<file path="config.mk">
export PLATFORM = sky130hd
export DESIGN_NAME = fpu_norm_round
export DESIGN_NICKNAME = d
export VERILOG_FILES = /design/src/rtl/fpu_norm_round_pkg.sv /design/src/rtl/fpu_norm_round_lzc32.sv /design/src/rtl/fpu_norm_round.sv
export SDC_FILE = /design/constraint.sdc
export NUM_CORES = 1
export LEC_CHECK = 0
export CAP_MARGIN = 20
export CORE_MARGIN = 3
export CORE_UTILIZATION = 40
export CTS_BUF_LIST = sky130_fd_sc_hd__clkbuf_16
export DETAILED_ROUTE_END_ITERATION = 12
export PLACE_DENSITY = 0.67
export RECOVER_POWER = 25
export SETUP_SLACK_MARGIN = 0.5
export SYNTH_ARGS = -nofsm -noshare
export SYNTH_HDL_FRONTEND = slang
export SYNTH_SLANG_ARGS = --single-unit
</file>
<file path="constraint.sdc">
create_clock -name clk -period 7.46 [get_ports clk]
set_input_delay 0.746 -clock clk [delete_from_list [all_inputs] [get_ports clk]]
set_output_delay 0.746 -clock clk [all_outputs]
set_load 0.01 [all_outputs]
</file>
<file path="src/rtl/fpu_norm_round_pkg.sv">
// rtl/fpu_norm_round_pkg.sv - shared field positions, limits and flag order for fpu_norm_round
package fpu_norm_round_pkg;

  localparam int MAG_W      = 28;
  localparam int CARRY_BIT  = 27;
  localparam int HIDDEN_BIT = 26;
  localparam int LSB_BIT    = 3;
  localparam int G_BIT      = 2;
  localparam int R_BIT      = 1;
  localparam int S_BIT      = 0;

  localparam int BIAS    = 127;
  localparam int MAX_EXP = 2 * BIAS + 1;

  // Flags = {Overflow, Underflow, Inexact, Zero}
  localparam int FLAG_OVF  = 3;
  localparam int FLAG_UNF  = 2;
  localparam int FLAG_INX  = 1;
  localparam int FLAG_ZERO = 0;

  typedef struct packed {
    logic        sign;
    logic        zero;
    logic [9:0]  exp;
    logic [26:0] norm;
  } s1_t;

endpackage

</file>
<file path="src/rtl/fpu_norm_round_lzc32.sv">
// rtl/fpu_norm_round_lzc32.sv - 32-bit leading-zero counter with all-zero indication
module lzc32 (
  input  logic [31:0] data,
  output logic [5:0]  count,
  output logic        zero
);

  // Highest set bit wins because later iterations overwrite earlier ones.
  always_comb begin
    count = 6'd32;
    zero  = 1'b1;
    for (int i = 0; i < 32; i++) begin
      if (data[i]) begin
        count = 6'(31 - i);
        zero  = 1'b0;
      end
    end
  end

endmodule

</file>
<file path="src/rtl/fpu_norm_round.sv">
// rtl/fpu_norm_round.sv - two-stage elastic normalize (S1) and round-to-nearest-even/pack (S2) pipeline
module fpu_norm_round
  import fpu_norm_round_pkg::*;
(
  input  logic        clk,
  input  logic        rst,
  input  logic        InValid,
  output logic        InReady,
  input  logic        InSign,
  input  logic [7:0]  InExp,
  input  logic [27:0] InMag,
  output logic        OutValid,
  input  logic        OutReady,
  output logic [31:0] Result,
  output logic [3:0]  Flags
);

  localparam logic signed [9:0] EXP_HI = 10'(MAX_EXP);

  logic        s1_valid, s2_valid;
  logic        s1_load, s2_load;
  s1_t         s1_d, s1_q;
  logic [5:0]  lz;
  logic        lz_zero;

  assign s2_load  = ~s2_valid | OutReady;
  assign s1_load  = ~s1_valid | s2_load;
  assign InReady  = s1_load;
  assign OutValid = s2_valid;

  // Hidden bit lands at bit 31 of the padded word, so the count is relative to bit 26.
  lzc32 u_lzc (
    .data  ({InMag[HIDDEN_BIT:0], 5'b00000}),
    .count (lz),
    .zero  (lz_zero)
  );

  always_comb begin
    s1_d      = '0;
    s1_d.sign = InSign;
    s1_d.zero = lz_zero & ~InMag[CARRY_BIT];
    if (InMag[CARRY_BIT]) begin
      s1_d.norm = {InMag[CARRY_BIT:R_BIT+1], InMag[R_BIT] | InMag[S_BIT]};
      s1_d.exp  = {2'b00, InExp} + 10'd1;
    end else begin
      s1_d.norm = InMag[HIDDEN_BIT:0] << lz;
      s1_d.exp  = {2'b00, InExp} - {4'b0000, lz};
    end
  end

  logic        g, r, s, rnd;
  logic [24:0] sig;
  logic [9:0]  exp_r;
  logic [31:0] res_d;
  logic [3:0]  flags_d;

  always_comb begin
    g       = s1_q.norm[G_BIT];
    r       = s1_q.norm[R_BIT];
    s       = s1_q.norm[S_BIT];
    rnd     = g & (r | s | s1_q.norm[LSB_BIT]);
    sig     = {1'b0, s1_q.norm[HIDDEN_BIT:LSB_BIT]} + {24'd0, rnd};
    exp_r   = s1_q.exp + {9'd0, sig[24]};
    res_d   = '0;
    flags_d = '0;
    if (s1_q.zero) begin
      flags_d[FLAG_ZERO] = 1'b1;
    end else if ($signed(exp_r) >= EXP_HI) begin
      res_d              = {s1_q.sign, 8'hFF, 23'd0};
      flags_d[FLAG_OVF]  = 1'b1;
      flags_d[FLAG_INX]  = 1'b1;
    end else if ($signed(exp_r) <= 10'sd0) begin
      res_d              = {s1_q.sign, 31'd0};
      flags_d[FLAG_UNF]  = 1'b1;
      flags_d[FLAG_INX]  = 1'b1;
    end else begin
      // On a rounding carry sig[22:0] is already zero, giving significand 1.0.
      res_d              = {s1_q.sign, exp_r[7:0], sig[22:0]};
      flags_d[FLAG_INX]  = g | r | s;
    end
  end

  always_ff @(posedge clk or posedge rst) begin
    if (rst) begin
      s1_valid <= 1'b0;
      s1_q     <= '0;
      s2_valid <= 1'b0;
      Result   <= '0;
      Flags    <= '0;
    end else begin
      if (s1_load) begin
        s1_valid <= InValid;
        if (InValid) s1_q <= s1_d;
      end
      if (s2_load) begin
        s2_valid <= s1_valid;
        if (s1_valid) begin
          Result <= res_d;
          Flags  <= flags_d;
        end
      end
    end
  end

endmodule

</file>
### Cell area per tile

Scale bar: 50 um. 13 x 13 tiles, from white (low) to dark blue (high), 0 to 100% covered.
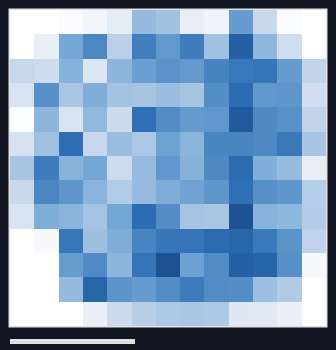
tiles over 75% full: 7.7%
nearly empty tiles: 10%
mean over tiles: 42%
fullest tile: 87%
Core Util, Final: 49.6%
placeable core area: 14000 um^2

### Wires at chosen ports, followed through buffers

Scale bar: 50 um.
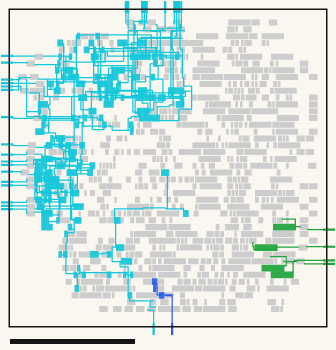
legend:
  green:
    port: Flags
    bits: 4
    direction: output
    edge: east
    end_cells: 4
    buffers: 4
    wire: 87.9 um
  cyan:
    port: InMag
    bits: 28
    direction: input
    edge: 17 west, 10 north, 1 south
    end_cells: 133
    buffers: 29
    wire: 2490 um
  blue:
    port: InValid
    bits: 1
    direction: input
    edge: south
    end_cells: 3
    buffers: 1
    wire: 28.2 um
number of port buffers: 78
Boundary Pins: 79

==> reports/summary.rpt <==
=========================================================================================
Required time worst endpoint                                                      7.72 ns
Overall die area                                                               15900 um^2
Outcome                                                                      complete, but fails checks
# Cells Yosys                                                                         706
Max Slew Vio Count                                                                    121
Shortest period the worst path allows                                             4.96 ns
Root buf cell                                                                   clkbuf_16
Tool warnings                                                                          26
Placed Instance Area                                                            6630 um^2
Number of buffers inserted during clock tree synthesis                                  9
DRC                                                                                     0
Highest-count cells in the layout ignoring fill and taps                     nand2_1 (94), dfrtp_1 (77), clkdlybuf4s50_1 (76)
Vias/cell                                                                            5.90
Max-Cap Viols                                                                           2
Gr ovfl total                                                                           0
Chip height                                                                        126 um
Number of instances in the synthesized netlist                                        706
Count of library flops with an enable pin                                               0
Arrival @ worst endpoint                                                          5.22 ns
Nets in the synthesized netlist                                                       758
Type of the worst setup path                                                 primary input to flip-flop
1st-pass router iterations                                                              5
Leading register cell type out of synthesis                                       dfrtp_1
Setup Buffers After CTS                                                                 0
Wire length of the first global-routing pass                                      29.1 mm
Via count of the first global-routing pass                                           5289
HPWL Detailed                                                                     13.7 mm
Min-delay src                                                                    Flags[1]
Synth top area share                                                                33.4%
Violations in the final reports                                              max-capacitance violations, max-slew violations
Netlist cell types                                                                     77
Largest area contributor in the synthesized netlist                               dfrtp_1
Net count, final                                                                      813
Clock H-tree levels                                                                     3
Post-DRT Antenna Nets                                                                   0
Worst slew margin relative to its limit                                             -171%
Proportion of register bits with asynchronous set or reset after synthesis           100%
Seq share, synth                                                                    33.4%
Clock Tree Buf Depth                                                                    2
Depth of the worst register-to-register path                                           19
CP max FO                                                                              27
Slack of the worst reg-to-reg path                                                3.01 ns
Final setup margin                                                                2.50 ns
Worst ir drop on vdd                                                             0.150 mV
FF+latch count, synth                                                                  77
=========================================================================================
### Placed standard cells

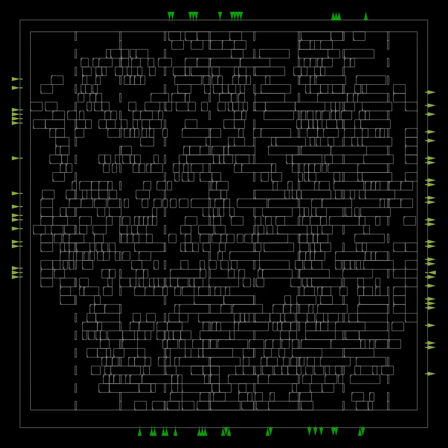
floorplan row count: 43
fin cells: 946
Fillers: 1398

-- metal layers --
metal  track usage [%]  vias to the layer above  wire length, um
met5                 0                        -                0
met4              6.88                        0              380
met3              3.01                       26             1030
met2              34.8                      213             8130
met1              32.8                     2668             8550
li1                  -                     2679                -
-- registers in the layout (all words and copies together), names as in the netlist --
register / flops
s: 1
Result: 32
r: 1
s1_q: 36
s1_valid: 1
OutValid: 1
g: 1
Flags: 4
-- cell families (layout without fill, tap and decap cells) --
logic type,count (synthesis),in the layout,synth area share [%]
fa+ha+maj,11,11,2.52
flops,77,77,33.4
mux,38,38,7.75
simple gates,285,285,24.0
xor+xnor,37,37,5.62
compound gates,199,199,22.3
buf+inv,59,119,4.45
-- where the power goes --
group	switching [mW]	internal, mW	total (mW)
sequential	0.0674	0.497	0.565
clock	0.176	0.294	0.470
combinational	0.246	0.218	0.464
-- worst max-delay path by stage --
stage / to / slack, ns / start / cells past startpoint
2_1_floorplan: s1_q[34] / 3.57 / InMag[21] / 14
3_3_place_gp: s1_q[34] / 2.29 / InMag[21] / 14
3_5_place_dp: s1_q[34] / 2.22 / InMag[25] / 14
4_1_cts: s1_q[34] / 2.56 / InMag[25] / 14
5_1_grt: s1_q[12] / 1.86 / rst / 3
6_report: s1_q[34] / 2.50 / InMag[25] / 14
-- synth_stat cells (8+ instances only) --
| library cell | n |
|---|---|
| ha_1 | 10 |
| a22oi_1 | 9 |
| inv_1 | 13 |
| clkbuf_1 | 26 |
| nand4_1 | 10 |
| a21oi_1 | 49 |
| nor4_1 | 8 |
| nor2_1 | 67 |
| o211ai_1 | 8 |
| mux2i_1 | 24 |
| dfrtp_1 | 77 |
| and3_1 | 13 |
| nand2b_1 | 10 |
| o22ai_1 | 11 |
| nand2_1 | 94 |
| a31oi_1 | 9 |
| a21o_1 | 10 |
| nand3_1 | 30 |
| o21ai_0 | 20 |
| xor2_1 | 16 |
| nor3_1 | 18 |
| xnor2_1 | 21 |
| o21ai_1 | 35 |
-- through the flow --
stage	cells	hold slack, ns	utilization, %
global route	946	0.503	49.6
finish	946	0.479	49.6
global placement	930	0.463	47.4
CTS	946	0.483	49.7
floorplan	706	0.447	-
detailed placement	930	0.469	47.4
-- worst max-delay path, cell delays in order --
cell             delay, ns
clkdlybuf4s50_1       0.58
inv_1                 0.19
o311ai_1              0.19
a21oi_1               0.26
and2_1                0.74
inv_2                 0.48
mux4_2                0.44
nor4_2                0.38
inv_1                 0.10
ha_1                  0.33
a2111oi_0             0.37
a31oi_1               0.10
xor2_1                0.16
o21ai_0               0.14
-- final cells by class --
| cell class | instances | area, um^2 |
|---|---|---|
| clock inverters | 7 | 98.8 |
| well taps | 180 | 225 |
| inverters | 20 | 75.1 |
| clock buffers | 9 | 225 |
| flip-flops and latches | 77 | 1930 |
| multi-input cells | 570 | 3580 |
| fillers | 1398 | 7050 |
| repair buffers | 83 | 811 |
Power figures rest on the tool's default switching activity, not on a simulated workload.
